[src/rtl/game_pkg.sv]
// game_pkg: shared control-plane state encodings and default frame timing
package game_pkg;
  typedef enum logic [2:0] {
    S_WAIT_START = 3'd0,
    S_INIT       = 3'd1,
    S_MAP        = 3'd2,
    S_CHAR       = 3'd3,
    S_IDLE       = 3'd4,
    S_REG        = 3'd5,
    S_CHECK      = 3'd6,
    S_APPLY      = 3'd7
  } state_t;
  localparam int FRAME_CYCLES_DEF = 833_333;
  localparam int DRAW_TIMEOUT_DEF = 131_072;
endpackage

[src/rtl/game_control_if.sv]
// game_control_if: strobe/done handshake and status between the game sequencer and its clients
interface game_control_if;
  logic        start;
  logic        map_draw_done;
  logic        char_draw_done;
  logic        init;
  logic        idle;
  logic        reg_action;
  logic        apply_action;
  logic        draw_map;
  logic        draw_char;
  logic        overrun;
  logic        draw_fault;
  logic [7:0]  skipped_frames;
  logic [15:0] frame_count;
  modport master (
    output start, map_draw_done, char_draw_done,
    input  init, idle, reg_action, apply_action, draw_map, draw_char,
           overrun, draw_fault, skipped_frames, frame_count
  );
  modport slave (
    input  start, map_draw_done, char_draw_done,
    output init, idle, reg_action, apply_action, draw_map, draw_char,
           overrun, draw_fault, skipped_frames, frame_count
  );
endinterface

[src/rtl/frame_tick_gen.sv]
// frame_tick_gen: free-running divider pulsing tick on the last cycle of each frame period
module frame_tick_gen
  import game_pkg::*;
#(
  parameter int FRAME_CYCLES = FRAME_CYCLES_DEF
) (
  input  logic clock,
  input  logic reset,
  output logic tick
);
  localparam int W = $clog2(FRAME_CYCLES + 1);
  logic [W-1:0] cnt_q, cnt_d;
  assign tick = cnt_q == W'(FRAME_CYCLES - 1);
  // wrap to zero after the tick cycle
  always_comb cnt_d = tick ? '0 : cnt_q + 1'b1;
  // divider register
  always_ff @(posedge clock) cnt_q <= reset ? '0 : cnt_d;
endmodule

[src/rtl/game_control.sv]
// game_control: per-frame sequencer issuing renderer strobes, with overrun and hung-draw tracking
module game_control
  import game_pkg::*;
#(
  parameter int FRAME_CYCLES = FRAME_CYCLES_DEF,
  parameter int DRAW_TIMEOUT = DRAW_TIMEOUT_DEF
) (
  input  logic           clock,
  input  logic           reset,
  game_control_if.slave  bus
);
  state_t      state_q, state_d;
  logic [16:0] dwell_q, dwell_d;
  logic        overrun_q, overrun_d;
  logic        draw_fault_q, draw_fault_d;
  logic [7:0]  skipped_q, skipped_d;
  logic [15:0] frame_q, frame_d;
  logic        tick, done, timeout, drop;
  frame_tick_gen #(.FRAME_CYCLES(FRAME_CYCLES)) u_tick (
    .clock (clock),
    .reset (reset),
    .tick  (tick)
  );
  // next state, dwell and status; done is ignored on the first draw cycle and beats a coincident timeout
  always_comb begin
    done    = dwell_q != '0 && (state_q == S_MAP ? bus.map_draw_done : bus.char_draw_done);
    timeout = dwell_q == 17'(DRAW_TIMEOUT - 1);
    drop    = tick && state_q != S_IDLE;
    state_d = state_q;
    case (state_q)
      S_WAIT_START: state_d = bus.start ? S_INIT : S_WAIT_START;
      S_INIT:       state_d = S_MAP;
      S_MAP:        state_d = done ? S_CHAR : timeout ? S_IDLE : S_MAP;
      S_CHAR:       state_d = done || timeout ? S_IDLE : S_CHAR;
      S_IDLE:       state_d = tick ? S_REG : S_IDLE;
      S_REG:        state_d = S_CHECK;
      S_CHECK:      state_d = S_APPLY;
      S_APPLY:      state_d = S_MAP;
    endcase
    dwell_d      = state_d == state_q ? dwell_q + 1'b1 : '0;
    draw_fault_d = draw_fault_q || ((state_q == S_MAP || state_q == S_CHAR) && !done && timeout);
    overrun_d    = overrun_q || drop;
    skipped_d    = skipped_q + 8'(drop && skipped_q != 8'hff);
    frame_d      = frame_q + 16'(state_q == S_CHAR && done);
  end
  // state and status registers
  always_ff @(posedge clock) begin
    if (reset) begin
      state_q      <= S_WAIT_START;
      dwell_q      <= '0;
      overrun_q    <= 1'b0;
      draw_fault_q <= 1'b0;
      skipped_q    <= '0;
      frame_q      <= '0;
    end else begin
      state_q      <= state_d;
      dwell_q      <= dwell_d;
      overrun_q    <= overrun_d;
      draw_fault_q <= draw_fault_d;
      skipped_q    <= skipped_d;
      frame_q      <= frame_d;
    end
  end
  assign bus.init           = !reset && state_q == S_INIT;
  assign bus.idle           = !reset && state_q == S_IDLE;
  assign bus.reg_action     = !reset && state_q == S_REG;
  assign bus.apply_action   = !reset && state_q == S_APPLY;
  assign bus.draw_map       = !reset && state_q == S_MAP;
  assign bus.draw_char      = !reset && state_q == S_CHAR;
  assign bus.overrun        = overrun_q;
  assign bus.draw_fault     = draw_fault_q;
  assign bus.skipped_frames = skipped_q;
  assign bus.frame_count    = frame_q;
endmodule

[src/flat_wrapper.sv]
// flat-port wrapper written by rule: the top's interface ports become plain ports
module game_control_flat import game_pkg::*;
#(
  parameter int FRAME_CYCLES = FRAME_CYCLES_DEF,
  parameter int DRAW_TIMEOUT = DRAW_TIMEOUT_DEF
)
  (clock, reset, bus_start, bus_map_draw_done, bus_char_draw_done, bus_init, bus_idle, bus_reg_action, bus_apply_action, bus_draw_map, bus_draw_char, bus_overrun, bus_draw_fault, bus_skipped_frames, bus_frame_count);
  game_control_if bus_i ();
  input  logic clock;
  input  logic reset;
  input wire logic [$bits(bus_i.start)-1:0] bus_start;
  input wire logic [$bits(bus_i.map_draw_done)-1:0] bus_map_draw_done;
  input wire logic [$bits(bus_i.char_draw_done)-1:0] bus_char_draw_done;
  output wire logic [$bits(bus_i.init)-1:0] bus_init;
  output wire logic [$bits(bus_i.idle)-1:0] bus_idle;
  output wire logic [$bits(bus_i.reg_action)-1:0] bus_reg_action;
  output wire logic [$bits(bus_i.apply_action)-1:0] bus_apply_action;
  output wire logic [$bits(bus_i.draw_map)-1:0] bus_draw_map;
  output wire logic [$bits(bus_i.draw_char)-1:0] bus_draw_char;
  output wire logic [$bits(bus_i.overrun)-1:0] bus_overrun;
  output wire logic [$bits(bus_i.draw_fault)-1:0] bus_draw_fault;
  output wire logic [$bits(bus_i.skipped_frames)-1:0] bus_skipped_frames;
  output wire logic [$bits(bus_i.frame_count)-1:0] bus_frame_count;
  assign bus_i.start = bus_start;
  assign bus_i.map_draw_done = bus_map_draw_done;
  assign bus_i.char_draw_done = bus_char_draw_done;
  assign bus_init = bus_i.init;
  assign bus_idle = bus_i.idle;
  assign bus_reg_action = bus_i.reg_action;
  assign bus_apply_action = bus_i.apply_action;
  assign bus_draw_map = bus_i.draw_map;
  assign bus_draw_char = bus_i.draw_char;
  assign bus_overrun = bus_i.overrun;
  assign bus_draw_fault = bus_i.draw_fault;
  assign bus_skipped_frames = bus_i.skipped_frames;
  assign bus_frame_count = bus_i.frame_count;
  game_control #(.FRAME_CYCLES(FRAME_CYCLES), .DRAW_TIMEOUT(DRAW_TIMEOUT)) u_core (.clock(clock), .reset(reset), .bus(bus_i));
endmodule
[config.mk]
export PLATFORM = sky130hd
export DESIGN_NAME = game_control_flat
export DESIGN_NICKNAME = d
export VERILOG_FILES = /design/src/rtl/game_pkg.sv /design/src/rtl/game_control_if.sv /design/src/rtl/frame_tick_gen.sv /design/src/rtl/game_control.sv /design/src/flat_wrapper.sv
export SDC_FILE = /design/constraint.sdc
export NUM_CORES = 1
export LEC_CHECK = 0
export ABC_AREA = 0
export CAP_MARGIN = 20
export CORE_ASPECT_RATIO = 2
export CORE_MARGIN = 3
export CORE_UTILIZATION = 45
export DETAILED_ROUTE_END_ITERATION = 12
export PLACE_DENSITY = 0.66
export SLEW_MARGIN = 20
export SYNTH_ARGS = -nofsm -noshare
export SYNTH_HDL_FRONTEND = slang
export SYNTH_SLANG_ARGS = --single-unit
export TNS_END_PERCENT = 1
[constraint.sdc]
create_clock -name clock -period 3.9 [get_ports clock]
set_clock_uncertainty 0.05 [all_clocks]
set_input_delay 0.78 -clock clock [delete_from_list [all_inputs] [get_ports clock]]
set_output_delay 0.78 -clock clock [all_outputs]
set_load 0.01 [all_outputs]
detail.png
Window x 0 to 40, y 75 to 115 um. Cells in gray, sequential cells in the stronger gray; small squares are vias.
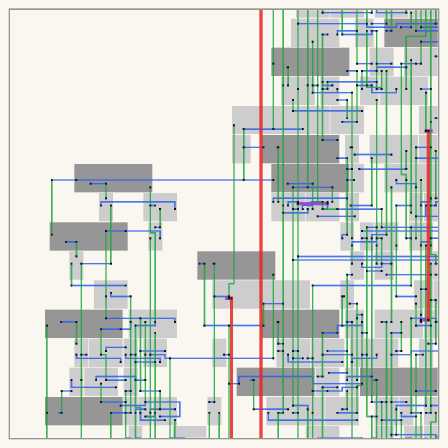
- green: metal 2
- blue: metal 1
- purple: metal 3
- red: metal 4
- most frequent: dfxtp_1 (12), nor2_1 (11), nand2_1 (7)
- netlist names of flops here include: `u_core.dwell_q` (7), `u_core.u_tick.cnt_q` (5)
- cells with their middle in the window: 75
- sequential cells in the window: 12

wires.png
Two of the layers only.
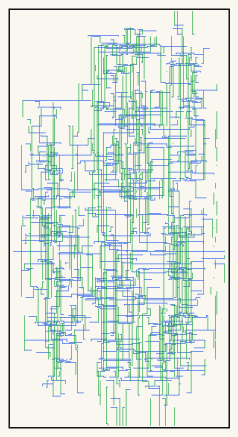
- green: metal 2 (wire length 3900 um)
- blue: metal 1 (wire length 2600 um)

==> flow_metrics.py <==
# Physical implementation metrics
metrics = {
    "critical_path": {
        "cp_slowest_cell": "clkdlybuf4s50_1",
        "worstSetupPathType": "reg -> out",
        "end_kind": "output port",
        "slowest_delay_ps": 550,
        "path_buffers": 1,
    },
    "cells_and_area": {
        "comb_cells": 261,
        "inv_count": 14,
        "top_register": "u_core.u_tick.cnt_q",
        "lay_top_count": "dfxtp_1",
        "final_cells": 485,
        "finalNetCount": 405,
        "fillers": 648,
        "largest_class": "multi-input combinational cells",
        "area_growth_pct": 20.9,
    },
    "detailed_routing": {
        "wire_per_inst_um": 14.1,
        "wl_met2_um": 3900,
        "routed_wl_um": 6860,
        "wirelength_met1_um": 2600,
        "first_iter_violations": 123,
        "met3_wirelength_um": 188,
    },
    "power_and_ir_drop": {
        "top_power_group": "clock",
        "pwr-share-comb_pct": 12.8,
        "p_comb_uw": 211,
        "peakVddDrop_mv": 0.243,
    },
    "synthesis": {
        "ys_types": 47,
        "yosys_warnings": 0,
        "ys_sh_xor_pct": 12.9,
        "syn_area_sq_um": 3270,
        "avgSynthCellArea_sq_um": 9.20,
        "fp_nets": 369,
        "synth.area.top_cells": "dfxtp_1, xor2_1, nor2_1, xnor2_1, a2111oi_2",
        "aoi_share_pct": 12.8,
        "ys_sh_simple_pct": 25.8,
        "common_cells": "dfxtp_1, nor2_1, xor2_1, xnor2_1, nand3_1",
        "ys_seq_share_pct": 40.4,
        "mux_share_pct": 0.460,
        "flop_cell": "dfxtp_1",
        "ys_sh_adder_pct": 3.45,
    },
    "clock_tree": {
        "ctsResizeCount": 0,
        "hold_buffers": 0,
        "clkTransAtPathRegs_ps": 50,
        "clk_path_buf_depth": 2,
    },
    "worst_hold_path": {
        "hold_depth": 2,
    },
    "status": {
        "status": "finished, final reports clean",
    },
    "global_route": {
        "antenna_found_initial": 0,
        "track_usage_pct": 18.1,
        "met1_usage_pct": 17.7,
        "grt_pass1_vias": 2595,
        "grt-busiest-layer": "met2",
        "grt_use_met2_pct": 32.9,
    },
    "timing": {
        "clock.fmax_mhz": 335,
        "rsz0062_at_grt": "false",
        "final_hold_viol_count": 0,
        "setup_viol": 0,
    },
    "placed_design": {
        "gp_congestion": 0.771,
    },
    "job": {
        "cap_violations": 0,
        "tool_warnings": 28,
    },
    "die": {
        "coreArea_sq_um": 6990,
        "tap_cells": 90,
        "initCoreUtil_pct": 46.7,
        "dieWidth_um": 66.3,
    },
}
clocks.png
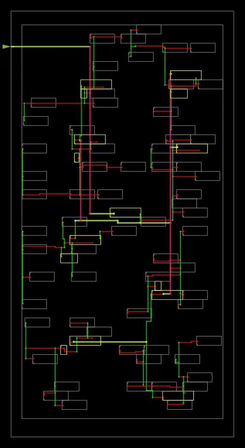
P_clk: 725 uW
cts bufs inserted: 9

flops_by_reg.png
Bar = 20 um. Other sequential cells in the stronger gray, the rest of the logic in the fainter gray.
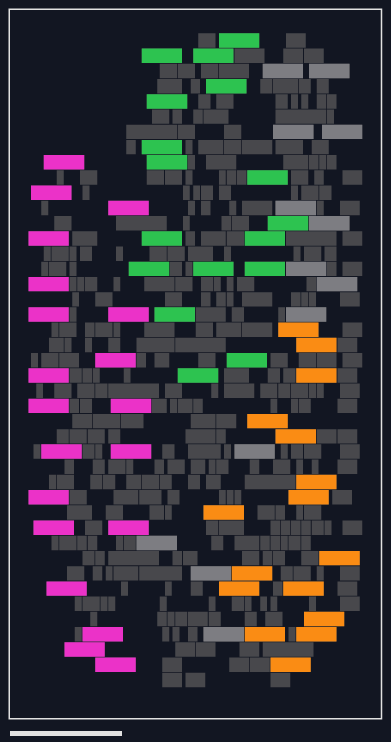
- green: `u_core.dwell_q` (flops 17)
- orange: `u_core.bus.frame_count` (flops 16)
- magenta: `u_core.u_tick.cnt_q` (flops 20)
Seq group: 716 uW
utilization after layout: 56.5%
flop share of the area: 33.4%
Reg area: 1320 sq um

## metrics by stage
step / util (%) / total power [mW] / cell area, sq um / hold WS, ps
floorplan: - / 0.903 / 3270 / 410
global placement: 52.6 / 0.939 / 3680 / 386
detailed placement: 52.6 / 0.941 / 3680 / 394
CTS: 56.5 / 1.68 / 3950 / 401
global route: 56.5 / 1.72 / 3950 / 417
finish: 56.5 / 1.65 / 3950 / 396
## worst paths after layout
| path | startpoint | to | slack [ps] |
|---|---|---|---|
| setup / recovery | u_core.state_q[1] | bus_draw_char | 920 |
| hold / removal | u_core.bus.overrun | u_core.bus.overrun | 400 |
| setup reg to reg | u_core.dwell_q[0] | u_core.dwell_q[1] | 1120 |
| hold reg to reg | u_core.bus.overrun | u_core.bus.overrun | 400 |
Power is estimated from default activity; no workload was simulated.
